Figure 1. Signal wires by layer (run 1).
(8 px per um) Two of the layers only.
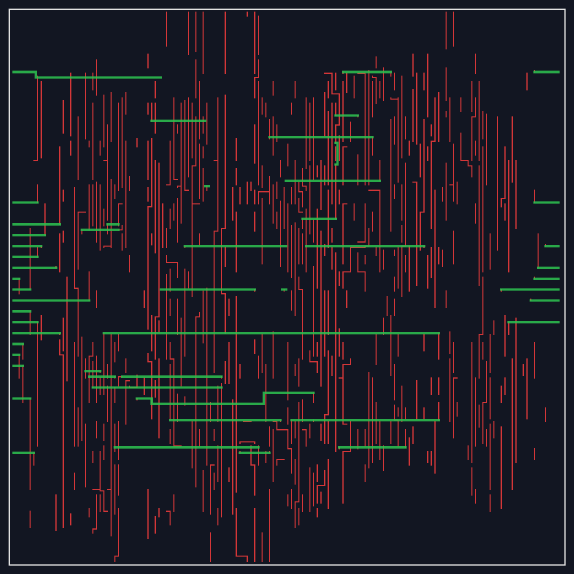
Figure 2. PDN straps and rails (run 1).
(6 px per um) Pins as bars on the die edge.
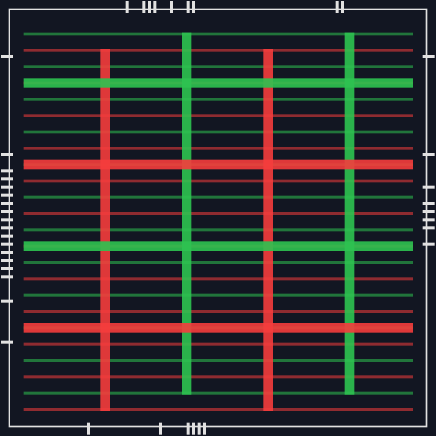
Figure 3. Clock network drawn from the DEF (run 1).
(8 px per um)
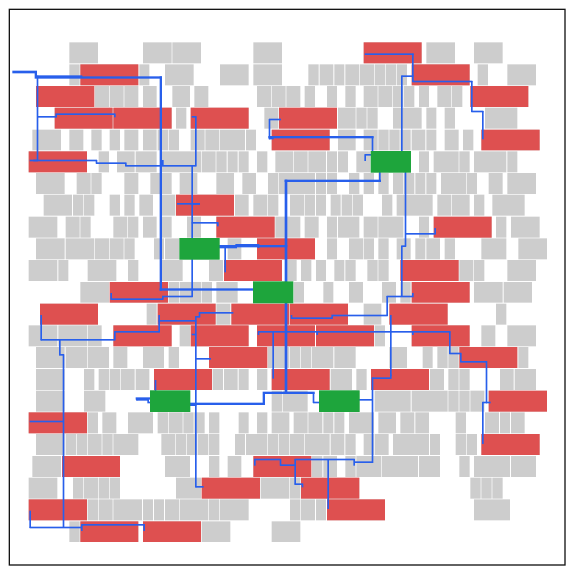
**config.mk**
```make
export PLATFORM = sky130hd
export DESIGN_NAME = seq_det_ctrl
export DESIGN_NICKNAME = d
export VERILOG_FILES = /design/src/rtl/seq_det_ctrl.sv
export SDC_FILE = /design/constraint.sdc
export NUM_CORES = 1
export LEC_CHECK = 0
export ABC_AREA = 1
export CAP_MARGIN = 30
export CORE_MARGIN = 2
export CORE_UTILIZATION = 57
export CTS_CLUSTER_DIAMETER = 120
export DETAILED_ROUTE_END_ITERATION = 7
export HOLD_SLACK_MARGIN = 0.06
export PLACE_DENSITY = 0.82
export SKIP_CTS_REPAIR_TIMING = 1
export SYNTH_ARGS = -nofsm -noshare
export SYNTH_HDL_FRONTEND = slang
export SYNTH_SLANG_ARGS = --single-unit
```
**constraint.sdc**
```tcl
create_clock -name clk -period 4.5 [get_ports clk]
set_input_delay 1.35 -clock clk [delete_from_list [all_inputs] [get_ports clk]]
set_output_delay 1.35 -clock clk [all_outputs]
set_load 0.02 [all_outputs]
```
**src/rtl/seq_det_ctrl.sv**
```systemverilog
// Programmable serial pattern detector: configurable pattern/length/overlap/target, start/abort run control.
// Latency: match pulse and DONE entry one cycle after the edge that samples the last pattern bit.
// Backpressure: none on x; config accepted only in IDLE/DONE (cfg_ready low while a run is active).
module seq_det_ctrl #(
    parameter int MAXLEN = 8,
    parameter int LENW   = $clog2(MAXLEN) + 1,
    parameter int CNTW   = 8
) (
    input  logic              clk,
    input  logic              clear,
    input  logic              cfg_valid,
    output logic              cfg_ready,
    input  logic [MAXLEN-1:0] cfg_pattern,
    input  logic [LENW-1:0]   cfg_len,
    input  logic              cfg_overlap,
    input  logic [CNTW-1:0]   cfg_target,
    output logic              cfg_err,
    input  logic              start,
    input  logic              abort,
    input  logic              x,
    input  logic              x_valid,
    output logic              busy,
    output logic              match,
    output logic [CNTW-1:0]   match_count,
    output logic              done
);

    typedef enum logic [1:0] {
        S_IDLE = 2'd0,
        S_RUN  = 2'd1,
        S_DONE = 2'd2
    } state_t;

    // Reset-time configuration reproduces the classic 1001 overlapping detector.
    localparam logic [MAXLEN-1:0] DEF_PATTERN = MAXLEN'(4'b1001);
    localparam logic [LENW-1:0]   DEF_LEN     = LENW'(4);
    localparam logic [LENW-1:0]   MAX_LEN_V   = LENW'(MAXLEN);

    state_t            state_q;
    logic              busy_q;
    logic              done_q;
    logic              match_q;
    logic              cfg_err_q;
    logic [CNTW-1:0]   cnt_q;
    logic [MAXLEN-1:0] hist_q;
    logic [LENW-1:0]   fill_q;

    logic [MAXLEN-1:0] pat_q;
    logic [LENW-1:0]   len_q;
    logic              ovl_q;
    logic [CNTW-1:0]   tgt_q;

    logic [MAXLEN-1:0] hist_d;
    logic [LENW-1:0]   fill_d;
    logic [CNTW-1:0]   cnt_d;
    logic [MAXLEN-1:0] len_mask;
    logic              hit;
    logic              cfg_xfer;
    logic              cfg_len_ok;
    logic              target_hit;

    assign cfg_ready   = (state_q == S_IDLE) || (state_q == S_DONE);
    assign cfg_xfer    = cfg_valid && cfg_ready;
    assign cfg_len_ok  = (cfg_len != '0) && (cfg_len <= MAX_LEN_V);

    assign busy        = busy_q;
    assign done        = done_q;
    assign match       = match_q;
    assign cfg_err     = cfg_err_q;
    assign match_count = cnt_q;

    // Candidate next history/fill/count for a valid bit and the hit decision on the updated history.
    always_comb begin
        len_mask = '0;
        for (int i = 0; i < MAXLEN; i++) begin
            len_mask[i] = (LENW'(i) < len_q);
        end
        hist_d     = {hist_q[MAXLEN-2:0], x};
        fill_d     = (fill_q >= MAX_LEN_V) ? MAX_LEN_V : fill_q + 1'b1;
        hit        = (fill_d >= len_q) && (((hist_d ^ pat_q) & len_mask) == '0);
        cnt_d      = (&cnt_q) ? cnt_q : cnt_q + 1'b1;
        target_hit = (tgt_q != '0) && (cnt_d == tgt_q);
    end

    // Control FSM, configuration registers, detection datapath and registered outputs.
    always_ff @(posedge clk) begin
        if (clear) begin
            state_q   <= S_IDLE;
            busy_q    <= 1'b0;
            done_q    <= 1'b0;
            match_q   <= 1'b0;
            cfg_err_q <= 1'b0;
            cnt_q     <= '0;
            hist_q    <= '0;
            fill_q    <= '0;
            pat_q     <= DEF_PATTERN;
            len_q     <= DEF_LEN;
            ovl_q     <= 1'b1;
            tgt_q     <= '0;
        end else begin
            match_q   <= 1'b0;
            cfg_err_q <= 1'b0;

            // A config offered alongside start lands at the same edge, so the new run uses it.
            if (cfg_xfer) begin
                if (cfg_len_ok) begin
                    pat_q <= cfg_pattern;
                    len_q <= cfg_len;
                    ovl_q <= cfg_overlap;
                    tgt_q <= cfg_target;
                end else begin
                    cfg_err_q <= 1'b1;
                end
            end

            case (state_q)
                S_IDLE: begin
                    if (start && !abort) begin
                        state_q <= S_RUN;
                        busy_q  <= 1'b1;
                        done_q  <= 1'b0;
                        cnt_q   <= '0;
                        hist_q  <= '0;
                        fill_q  <= '0;
                    end
                end

                S_RUN: begin
                    if (abort) begin
                        // Abort wins over any bit sampled this cycle: no further match pulses.
                        state_q <= S_IDLE;
                        busy_q  <= 1'b0;
                    end else if (x_valid) begin
                        hist_q <= hist_d;
                        if (hit) begin
                            match_q <= 1'b1;
                            cnt_q   <= cnt_d;
                            // Non-overlap mode forces len fresh bits before the next hit.
                            fill_q  <= ovl_q ? fill_d : '0;
                            if (target_hit) begin
                                state_q <= S_DONE;
                                busy_q  <= 1'b0;
                                done_q  <= 1'b1;
                            end
                        end else begin
                            fill_q <= fill_d;
                        end
                    end
                end

                S_DONE: begin
                    if (abort) begin
                        state_q <= S_IDLE;
                        done_q  <= 1'b0;
                    end else if (start) begin
                        state_q <= S_RUN;
                        busy_q  <= 1'b1;
                        done_q  <= 1'b0;
                        cnt_q   <= '0;
                        hist_q  <= '0;
                        fill_q  <= '0;
                    end
                end

                default: begin
                    state_q <= S_IDLE;
                    busy_q  <= 1'b0;
                    done_q  <= 1'b0;
                end
            endcase
        end
    end

endmodule
```
==> flow_summary_export.csv, run 1 <==
group,metric,value,unit
final_timing,finalHoldViolations,0,
status,status,"finished, final reports clean",
setup_path,path_delay_family,"buffers and inverters",
setup_path,end_kind,"register",
placed_design,dp.cells,434,
final_timing,fin_crit_sh,0.793,
clocking,h-tree-depth,2,
pwr,intPower,0.000606,W
setup_path,reg2reg_depth,14,
final_timing,max_slew_margin,0.475,
finish,comb_share,0.449,
setup_path,cp-startpoint,"cfg_len[0]",
setup_path,timing.rr.end,"match_count[6]",
finish,final_layout_size_suffix_gt1_frac,0.0561,
floorplanning,ios,41,
detailed_routing,met1_length,2.70,mm
final_timing,tightest_slew,0.786,ns
global_routing,grt_pass1_vias,2219,
setup_path,required,4.66,ns
detailed_routing,drc,0,
final_timing,clock_skew,0.00135,ns
clocking,cts_tree,"yes",
clocking,cts_buffer_depth,2,
pwr,p_sw,0.000225,W
setup_path,crit_chain,"clkdlybuf4s50_1, o31ai_1, nand2_1, nor2_1, inv_1, o21ai_0, a21oi_1",
min_path,min_to,"done",
-- Figure 1 (at the start) --
legend:
  red:
    layer: met2
    wire_length: 2530 um
  green:
    layer: met3
    wire_length: 359 um

-- Figure 2 (at the start) --
legend:
  green:
    net: VDD
  red:
    net: VSS
rows: 23
met4 straps: 4

-- Figure 3 (at the start) --
legend:
  green:
    item: cells driving clock nets
    count: 5
  red:
    item: flip-flops
    count: 46
  blue:
    item: clock wires
    length: 555 um
flops lie: all over the die

[run 1: cell usage in the layout (no fill, tap or decap), drive strengths merged]
cell type,synthesis,routed
nand2,86,86
nor2,49,49
dfxtp,46,46
clkdlybuf4s50,0,40
inv,34,34
o21ai,28,28
nand3,27,27
a21oi,26,26
xor2,9,9
a22oi,7,7
ha,7,7
clkbuf,6,7
xnor2,5,5
nand4,5,5
buf,4,3
o211ai,3,3
nor3,2,2
clkinv,1,2
or4,1,1
o31ai,1,1
o21bai,1,1
nor3b,1,1
or2,1,1
a31oi,1,1
[run 1: power groups by stage]
stage	clock, W	combinational (W)	sequential (W)
after global routing	0.000282	0.000145	0.000440
after floorplan	0	0.0000786	0.000445
after detailed placement	0	0.000128	0.000447
after global placement	0	0.000124	0.000447
after CTS	0.000268	0.000129	0.000438
final	0.000263	0.000129	0.000438
==> run 2, diff against run 1 <==
--- a/config.mk
+++ b/config.mk
@@ -8,11 +8,11 @@
 export ABC_AREA = 1
 export CAP_MARGIN = 30
 export CORE_MARGIN = 2
-export CORE_UTILIZATION = 57
+export CORE_UTILIZATION = 53
 export CTS_CLUSTER_DIAMETER = 120
 export DETAILED_ROUTE_END_ITERATION = 7
 export HOLD_SLACK_MARGIN = 0.06
-export PLACE_DENSITY = 0.82
+export PLACE_DENSITY = 0.77
 export SKIP_CTS_REPAIR_TIMING = 1
 export SYNTH_ARGS = -nofsm -noshare
 export SYNTH_HDL_FRONTEND = slang
==> constraint.sdc (replaced) <==
create_clock -name clk -period 3.46 [get_ports clk]
set_input_delay 1.038 -clock clk [delete_from_list [all_inputs] [get_ports clk]]
set_output_delay 1.038 -clock clk [all_outputs]
set_load 0.02 [all_outputs]
Figure 4. Cell density map (run 2).
(4 px per um) The die is cut into 7 by 7 equal tiles; white is low, dark blue is high, 0 to 100% covered.
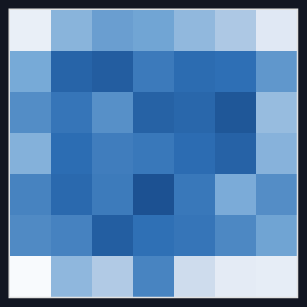
densest ninth of the die: middle
fullest tile: 87%
tiles over 75% full: 25%
mean over tiles: 58%
emptiest ninth of the die: bottom right

==> run 2 against run 1 <==
Total power up 49%. Wire length up 1.5%. Cell area up 2.5%. Critical path depth up 1. Sequential share of layout area down 0.76 points. Clock skew up 0.011 ns. Via count down 0.17%. Critical path type unchanged. Largest cell class unchanged.
==> flow_summary_export.csv, run 2 <==
group,metric,value,unit
status,status,"finished, final reports clean",
pwr,comb-power,0.000171,W
pwr,intPower,0.000938,W
finish,final_cell_mix,"nand2_1, dfxtp_1, nor2_1, clkdlybuf4s50_1, inv_1",
clocking,h-tree-depth,2,
pwr,ir_worst_vdd,0.321,mV
setup_path,cp-startpoint,"cfg_len[0]",
setup_path,end_kind,"register",
floorplanning,die_w,71.7,um
finish,layout_top_cell_excl_fill_tap,"nand2_1",
yosys,synth.top_cell.area_share,0.379,
pwr,seq-power,0.000570,W
pwr,top_power_group,"registers",
min_path,min_to,"done",
floorplanning,fp_util,0.554,
placed_design,postPlaceCellArea,2890,um2
pwr,p_sw,0.000298,W
setup_path,required,3.65,ns
global_routing,grt_overflow_total,0,
detailed_routing,drc,0,
min_path,hold_path_depth,2,
setup_path,timing.rr.end,"match_count[0]",
clocking,cts_buffer_depth,2,
placed_design,dp.cells,437,
final_timing,tightest_slew,0.751,ns
floorplanning,ios,41,
final_timing,finalHoldViolations,0,
clocking,cts_tree,"yes",
final_timing,clock_skew,0.0124,ns
finish,antenna_cells,0,
global_routing,grt_pass1_vias,2276,
final_timing,max_slew_margin,0.497,
setup_path,reg2reg_depth,13,
final_timing,fin_crit_sh,0.894,
job,warnings,28,
==> run 2: area by class of cell <==
type                            instances  area (um2)
Tap cell                               52        65.1
Sequential cell                        46         921
Clock buffer                            6        82.6
Clock inverter                          2        60.1
Inverter                               35         131
Multi-Input combinational cell        260        1330
Timing Repair Buffer                   44         443
Fill cell                             402        1350
==> run 2: critical path, cell delays in order <==
cell and delay [ns]:
clkdlybuf4s50_1 0.44, o31ai_1 0.26, nand2_1 0.11, nor2_1 0.59, inv_1 0.37, buf_12 0.25
o21ai_0 0.18, a21oi_1 0.05
==> run 2: logic make-up (layout without fill, tap and decap cells) <==
family,after synthesis,in the layout
fa+ha+maj,7,7
simple gates,172,172
flops,46,46
compound gates,67,67
buf+inv,45,87
xor+xnor,14,14
==> run 3, diff against run 2 <==
--- a/config.mk
+++ b/config.mk
@@ -9,8 +9,9 @@
 export CAP_MARGIN = 30
 export CORE_MARGIN = 2
 export CORE_UTILIZATION = 53
-export CTS_CLUSTER_DIAMETER = 120
+export CTS_CLUSTER_DIAMETER = 40
 export DETAILED_ROUTE_END_ITERATION = 7
+export GPL_TIMING_DRIVEN = 0
 export HOLD_SLACK_MARGIN = 0.06
 export PLACE_DENSITY = 0.77
 export SKIP_CTS_REPAIR_TIMING = 1
Figure 5. PDN straps and rails (run 3).
(6 px per um) Pins as bars on the die edge.
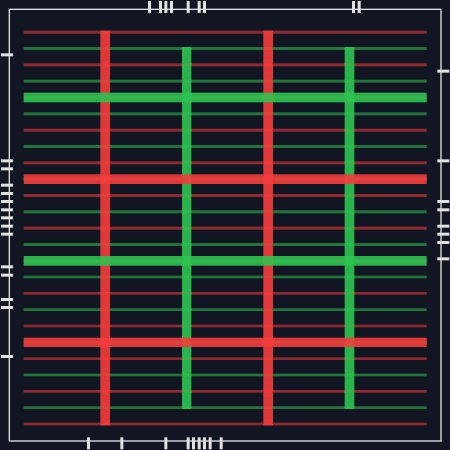
legend:
  red:
    net: VSS
  green:
    net: VDD
met4 straps: 4
rows: 24
die height: 71.7 um
Die W: 71.7 um
VDD IR-drop max: 0.295 mV

==> run 3 against run 2 <==
Hold slack worse by 0.0032 ns. Critical endpoint is now tgt_q[1]. Flip-flop count stayed put. Clock-buffer cell count grew 1. Combinational power about the same. Via count shrank 0.67%. Non-clock buffer count increased by 5. Critical path depth fell by 1. Synthesized area is the same. First-iteration DRC count grew 11%. Largest power group unchanged. Critical path type unchanged. Sequential power barely moved.
==> flow_summary_export.csv, run 3 <==
group,metric,value,unit
setup_path,timing.rr.end,"match_count[4]",
pwr,seq-power,0.000569,W
final_timing,max_slew_margin,0.586,
pwr,top_power_group,"registers",
placed_design,postPlaceCellArea,2890,um2
clocking,h-tree-depth,2,
status,status,"finished, final reports clean",
floorplanning,fp_util,0.554,
clocking,cts_tree,"yes",
pwr,p_sw,0.000291,W
final_timing,tightest_slew,0.621,ns
setup_path,crit_chain,"clkdlybuf4s50_1, or4_1, nand2_1, nor2_1, inv_1, clkbuf_1, a21oi_1",
setup_path,cp-startpoint,"cfg_len[0]",
setup_path,path_delay_family,"buffers and inverters",
setup_path,reg2reg_depth,13,
job,warnings,28,
finish,layout_top_cell_excl_fill_tap,"nand2_1",
floorplanning,ios,41,
detailed_routing,drc,0,
setup_path,max_stage_delay,0.52,ns
setup_path,required,3.63,ns
yosys,synth.top_cell.area_share,0.379,
setup_path,path_depth,7,
min_path,hold_path_depth,2,
setup_path,end_kind,"register",
finish,final_cell_mix,"nand2_1, dfxtp_1, nor2_1, clkdlybuf4s50_1, inv_1",
placed_design,dp.cells,442,
pwr,comb-power,0.000168,W
global_routing,grt_overflow_total,0,
final_timing,fin_crit_sh,0.763,
global_routing,grt_pass1_vias,2186,
[run 3: cell counts after synthesis]
No cell type changed its count.
[run 3: kinds of logic after synthesis]
kind of cell / count (synthesis) / share of synthesized area
adders and majority gates: 7 / 0.0360
buffers and inverters: 45 / 0.0741
AOI/OAI and AO/OA: 67 / 0.153
and+or+nand+nor: 172 / 0.307
xor gates and xnor gates: 14 / 0.0505
DFF: 46 / 0.379
[run 3: cell type report]
| type | instances | area (um2) |
|---|---|---|
| fill | 386 | 1410 |
| multi-input combinational | 260 | 1330 |
| sequential | 46 | 921 |
| timing repair buffer | 39 | 390 |
| inverter | 35 | 131 |
| clock buffer | 7 | 86.3 |
| tap | 52 | 65.1 |
| buffer | 10 | 48.8 |
| clock inverter | 1 | 5.00 |
Power is estimated from default activity; no workload was simulated.
